--- config.mk ---
export PLATFORM = sky130hd
export DESIGN_NAME = down_fifo_drain
export DESIGN_NICKNAME = d
export VERILOG_FILES = /design/src/rtl/down_fifo_drain.sv
export SDC_FILE = /design/constraint.sdc
export NUM_CORES = 1
export LEC_CHECK = 0
export CORE_MARGIN = 10
export CORE_UTILIZATION = 50
export CTS_BUF_LIST = sky130_fd_sc_hd__clkbuf_8
export CTS_CLUSTER_SIZE = 16
export DETAILED_ROUTE_END_ITERATION = 10
export GPL_TIMING_DRIVEN = 0
export PLACE_DENSITY = 0.82
export RECOVER_POWER = 50
export SETUP_SLACK_MARGIN = 0.15
export SLEW_MARGIN = 20
export SYNTH_ARGS = -nofsm -noshare
export SYNTH_HDL_FRONTEND = slang
export SYNTH_SLANG_ARGS = --single-unit
--- constraint.sdc ---
create_clock -name clk_i -period 8.6 [get_ports clk_i]
set_input_delay 1.72 -clock clk_i [delete_from_list [all_inputs] [get_ports clk_i]]
set_output_delay 1.72 -clock clk_i [all_outputs]
set_load 0.02 [all_outputs]
--- src/rtl/down_fifo_drain.sv ---
`default_nettype none
// ============================================================================
// Module   : down_fifo_drain
// Brief    : Drains a 1-cycle-latency FIFO into a 2-entry skid buffer with
//            duplicate-word detection, transfer counting and overflow flag.
// Revision : 1.0
// ============================================================================
module down_fifo_drain #(
    parameter int          DUP_CHECK = 1,
    parameter logic [31:0] DUP_INIT  = 32'hFFFFFFFF
) (
    input  logic        clk_i,
    input  logic        reset_n_i,
    input  logic        enable_i,
    input  logic        flush_i,
    input  logic        clr_cnt_i,
    input  logic [31:0] fifo_dat_i,
    input  logic        fifo_valid_i,
    input  logic        fifo_empty_i,
    output logic        fifo_rd_o,
    output logic [31:0] m_dat_o,
    output logic        m_valid_o,
    input  logic        m_ready_i,
    output logic        dup_o,
    output logic [15:0] dup_cnt_o,
    output logic [31:0] word_cnt_o,
    output logic        ovf_o
);

    localparam logic [1:0] c_OCC_FULL = 2'd2;

    logic [1:0]  r_rst_sync;
    logic        w_rst_n;
    logic        r_run;
    logic        r_discard;
    logic        r_inflight;
    logic [1:0]  r_occ;
    logic [31:0] r_buf0;
    logic [31:0] r_buf1;
    logic        r_ovf;
    logic [31:0] r_word_cnt;

    logic        w_rd;
    logic        w_pop;
    logic        w_push_raw;
    logic        w_push;
    logic        w_drop;

    // Assert asynchronously, release on a clock edge.
    always_ff @(posedge clk_i or negedge reset_n_i) begin
        if (!reset_n_i) begin
            r_rst_sync <= 2'b00;
        end else begin
            r_rst_sync <= {r_rst_sync[0], 1'b1};
        end
    end

    assign w_rst_n = r_rst_sync[1];

    assign w_rd       = r_run & enable_i & ~fifo_empty_i & ~flush_i &
                        (({1'b0, r_occ} + {2'b00, r_inflight}) < 3'd2);
    assign w_pop      = (r_occ != 2'd0) & m_ready_i & ~flush_i;
    assign w_push_raw = fifo_valid_i & ~r_discard & ~flush_i;
    assign w_push     = w_push_raw & ((r_occ != c_OCC_FULL) | w_pop);
    assign w_drop     = w_push_raw & (r_occ == c_OCC_FULL) & ~w_pop;

    // r_discard drops the read that was in flight across a flush or reset.
    always_ff @(posedge clk_i or negedge w_rst_n) begin
        if (!w_rst_n) begin
            r_run      <= 1'b0;
            r_discard  <= 1'b1;
            r_inflight <= 1'b0;
        end else begin
            r_run      <= 1'b1;
            r_discard  <= flush_i;
            r_inflight <= w_rd;
        end
    end

    always_ff @(posedge clk_i or negedge w_rst_n) begin
        if (!w_rst_n) begin
            r_occ  <= 2'd0;
            r_buf0 <= 32'd0;
            r_buf1 <= 32'd0;
        end else if (flush_i) begin
            r_occ <= 2'd0;
        end else begin
            case ({w_push, w_pop})
                2'b10: begin
                    if (r_occ == 2'd0) begin
                        r_buf0 <= fifo_dat_i;
                    end else begin
                        r_buf1 <= fifo_dat_i;
                    end
                    r_occ <= r_occ + 2'd1;
                end
                2'b01: begin
                    r_buf0 <= r_buf1;
                    r_occ  <= r_occ - 2'd1;
                end
                2'b11: begin
                    if (r_occ == c_OCC_FULL) begin
                        r_buf0 <= r_buf1;
                        r_buf1 <= fifo_dat_i;
                    end else begin
                        r_buf0 <= fifo_dat_i;
                    end
                end
                default: begin
                end
            endcase
        end
    end

    always_ff @(posedge clk_i or negedge w_rst_n) begin
        if (!w_rst_n) begin
            r_ovf      <= 1'b0;
            r_word_cnt <= 32'd0;
        end else if (clr_cnt_i) begin
            r_ovf      <= 1'b0;
            r_word_cnt <= 32'd0;
        end else begin
            if (w_drop) begin
                r_ovf <= 1'b1;
            end
            if (w_pop) begin
                r_word_cnt <= r_word_cnt + 32'd1;
            end
        end
    end

    generate
        if (DUP_CHECK != 0) begin : g_dup
            logic [31:0] r_last;
            logic        r_dup;
            logic [15:0] r_dup_cnt;
            logic        w_is_dup;

            assign w_is_dup = w_push & (fifo_dat_i == r_last);

            always_ff @(posedge clk_i or negedge w_rst_n) begin
                if (!w_rst_n) begin
                    r_last    <= DUP_INIT;
                    r_dup     <= 1'b0;
                    r_dup_cnt <= 16'd0;
                end else begin
                    r_dup <= w_is_dup;
                    if (w_push) begin
                        r_last <= fifo_dat_i;
                    end
                    if (clr_cnt_i) begin
                        r_dup_cnt <= 16'd0;
                    end else if (w_is_dup && (r_dup_cnt != 16'hFFFF)) begin
                        r_dup_cnt <= r_dup_cnt + 16'd1;
                    end
                end
            end

            assign dup_o     = r_dup;
            assign dup_cnt_o = r_dup_cnt;
        end else begin : g_no_dup
            assign dup_o     = 1'b0;
            assign dup_cnt_o = 16'd0;
        end
    endgenerate

    assign fifo_rd_o  = w_rd;
    assign m_dat_o    = r_buf0;
    assign m_valid_o  = (r_occ != 2'd0);
    assign word_cnt_o = r_word_cnt;
    assign ovf_o      = r_ovf;

endmodule
`default_nettype wire
Cells by drive strength:
Bar = 50 µm.
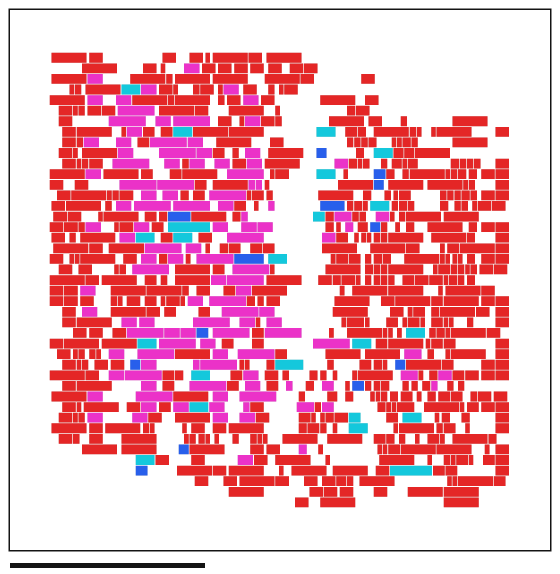
- drive 1 or less: red (cells 615; most used dfrtp_1)
- drive 3 to 4: blue (cells 13; most used clkinvlp_4)
- drive 6 and up: cyan (cells 22; most used clkbuf_8)
- drive 2: magenta (cells 117; most used mux2_2)

Sequential cells grouped by signal name:
Bar = 50 µm. Other sequential cells in the stronger gray, the rest of the logic in the fainter gray.
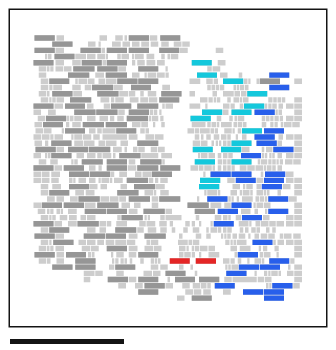
- dup_cnt_o: cyan (placed flops 16)
- r_occ: red (placed flops 2)
- word_cnt_o: blue (placed flops 32)
- not colored: 103

Placed cells, one color a class:
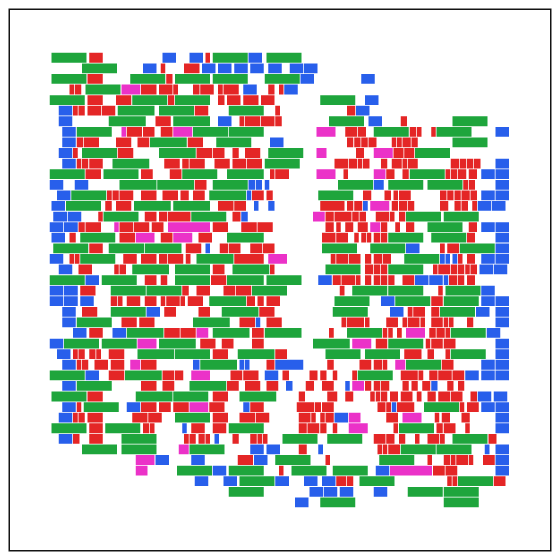
- flops: green (cells 153)
- other buffers and delay cells: blue (cells 150)
- clock drivers and dummy loads: magenta (cells 32)
- all other logic: red (cells 432)

==> summary.txt <==
impl run done, here's what came out: CP cell instances dlygate4sd3_1, clkbuf_1, nor2_1, nand3_1, a211oi_1, clkdlybuf4s50_1, total number of vias 5,305, reg2reg start r_rst_sync[1]$_DFF_PN0_, Inverters, non-clock 5, flip-flops with a built-in enable 0, core box area 13,800 µm², Switching Fraction 28.5%, Cells after Synth 610, GRT Residual Overflow 0, worst hold path class reg2reg, Die Ht 139 µm, mi-comb count 427, ClkCell Share 4.40%, Tap Count 180, non-filler instance count after layout 947, Max-slew headroom -104%, Switching Power 502 µW, GRT Total Usage 17.9%, cts bufs inserted 17, status complete, but fails checks, post-cts resize count 0, Initial DRC Count 387, Die X 139 µm, Setup Crit Path Kind in2out, fin crit share 63.8%, dpl cell area 8550 µm², CP bufs+invs 3, Area leader share 42.6%, Non-CTS buffers 150, Hold Startpoint r_rst_sync[0]$_DFF_PN0_, pre-CTS WS 3300 ps, Final min period 5480 ps, clock root buffer clkbuf_8, Ports 124, CP Launch Type input pin, Slowest cell on crit path clkdlybuf4s50_1, initial antenna violation count 0, Seq area share 43.5%, Distinct lib cells used 45, total cells reported by yosys after synthesis 610, slowest stage delay, CP 660 ps, Top logic family multiplexers, failing checks capacitance limit, slew limit, DP Cell Count 915, PD cells 198 nW/µm², Wirelength per Cell 18.1 µm, combinational share of cell area 34.1%, Max Cap Viol 2, CP Max Fanout 10, Synth Cell Area 7050 µm², final hold violations 0, Setup Skew 24.2 ps, sequential share of power 51.1%, worst hold endpoint r_rst_sync[1]$_DFF_PN0_, Simple-Gate Area Share 13.8%, flop count 153, multi-input logic area 3040 µm², gpl congestion 0.822, post-detail-place hpwl 12,700 µm, CTS hold repair buffers 0, antenna cells 0, YS warnings 0, internal power 1.26 mW, final-layout fill cell count 1,018, fin util 64.4%, NonClk Buf Share 15.2%, largest delay contributor family on the critical path buffers and inverters, WP data required 6880 ps, DRC 0, share of layout cells above drive strength 1 19.8%, capturing element type of the critical path output pin, MUX area fraction 14.9%, clock buf count 17, clock group share of total power 30.5%, clock sinks 153, port bufs 122, yosys synthesis chip area 7050 µm², largest net degree at the start of global routing 58, Final nets 796, worst-margin pin slew 3060 ps, Worst VDD drop 153 µV, Synth Seq Share 54.9%, Die Area 19,300 µm², clk latency late pin 470 ps, reg-to-reg endpoint r_buf1[20]$_DFFE_PN0P_, first-pass GRT wire length 28,200 µm, Post-CTS Setup Bufs 0, Logic pwr share 18.4%, TritonCTS clock tree done, setup_tns 0 ps, Slew Limit Fails 114, most frequent cell after synthesis dfrtp_1, Hold Crit Depth 0, Adders+Majority by Area 0.355%, Data arrival, critical path 3760 ps, H-tree levels 4, post-route antenna net violation count 0, CTS Buffer Depth 2, asr flop ratio synth 100%, fmax 182 MHz, Site Rows 43, Flop area 3870 µm², worst hold slack 357 ps, drt via density 5.60, Design Area, Final 8900 µm², final worst setup slack 3120 ps, Starting Density 51.0%, Commonest cells post-synth dfrtp_1, nor2_1, mux2_2, FF-to-FF setup slack 3930 ps
[per-layer routing]
metal	vias to the layer above	share of wire, %	GRT usage [%]	wire [µm]
met5	-	0	0	0
met4	0	1.3	5.66	225
met3	19	7.9	5.92	1360
met2	177	50	29.5	8590
met1	2678	41	21.6	6990
li1	2431	-	-	-
[layout by cell type (no fill, tap or decap), types with 3 or more instances in the layout]
cell / count
or3_1: 16
inv_1: 7
nand3_1: 18
buf_2: 8
dlygate4sd3_1: 28
nor4_1: 3
dfrtp_1: 120
clkdlybuf4s50_1: 94
o21ai_0: 19
mux2i_1: 33
clkinvlp_4: 5
nor2_1: 71
xnor2_1: 39
or4_1: 3
and3_1: 6
buf_1: 6
mux2_2: 64
dfstp_2: 33
xor2_1: 20
nand4_1: 21
clkbuf_8: 17
clkbuf_1: 12
nand2_1: 19
nor3_1: 3
a21oi_1: 54
clkinv_4: 4
and4_1: 4
[worst max path at each step]
stage / cells after the start / to / slack (ps) / from
after global routing: 6 / fifo_rd_o / 3030 / flush_i
after detailed placement: 6 / fifo_rd_o / 3300 / flush_i
after floorplan: 0 / dup_cnt_o[0]$_DFFE_PN0P_ / 4080 / r_rst_sync[1]$_DFF_PN0_
after global placement: 0 / m_dat_o[6]$_DFFE_PN0P_ / 2570 / r_rst_sync[1]$_DFF_PN0_
after CTS: 6 / fifo_rd_o / 3260 / flush_i
final: 6 / fifo_rd_o / 3120 / flush_i
[power by group through the flow]
stage	combinational (mW)	sequential, mW	clock [mW]
2_1_floorplan	0.149	0.952	0
3_3_place_gp	0.318	0.918	0
3_5_place_dp	0.338	0.917	0
4_1_cts	0.340	0.904	0.548
5_1_grt	0.352	0.915	0.573
6_report	0.324	0.902	0.539
Power and IR drop assume default switching activity.
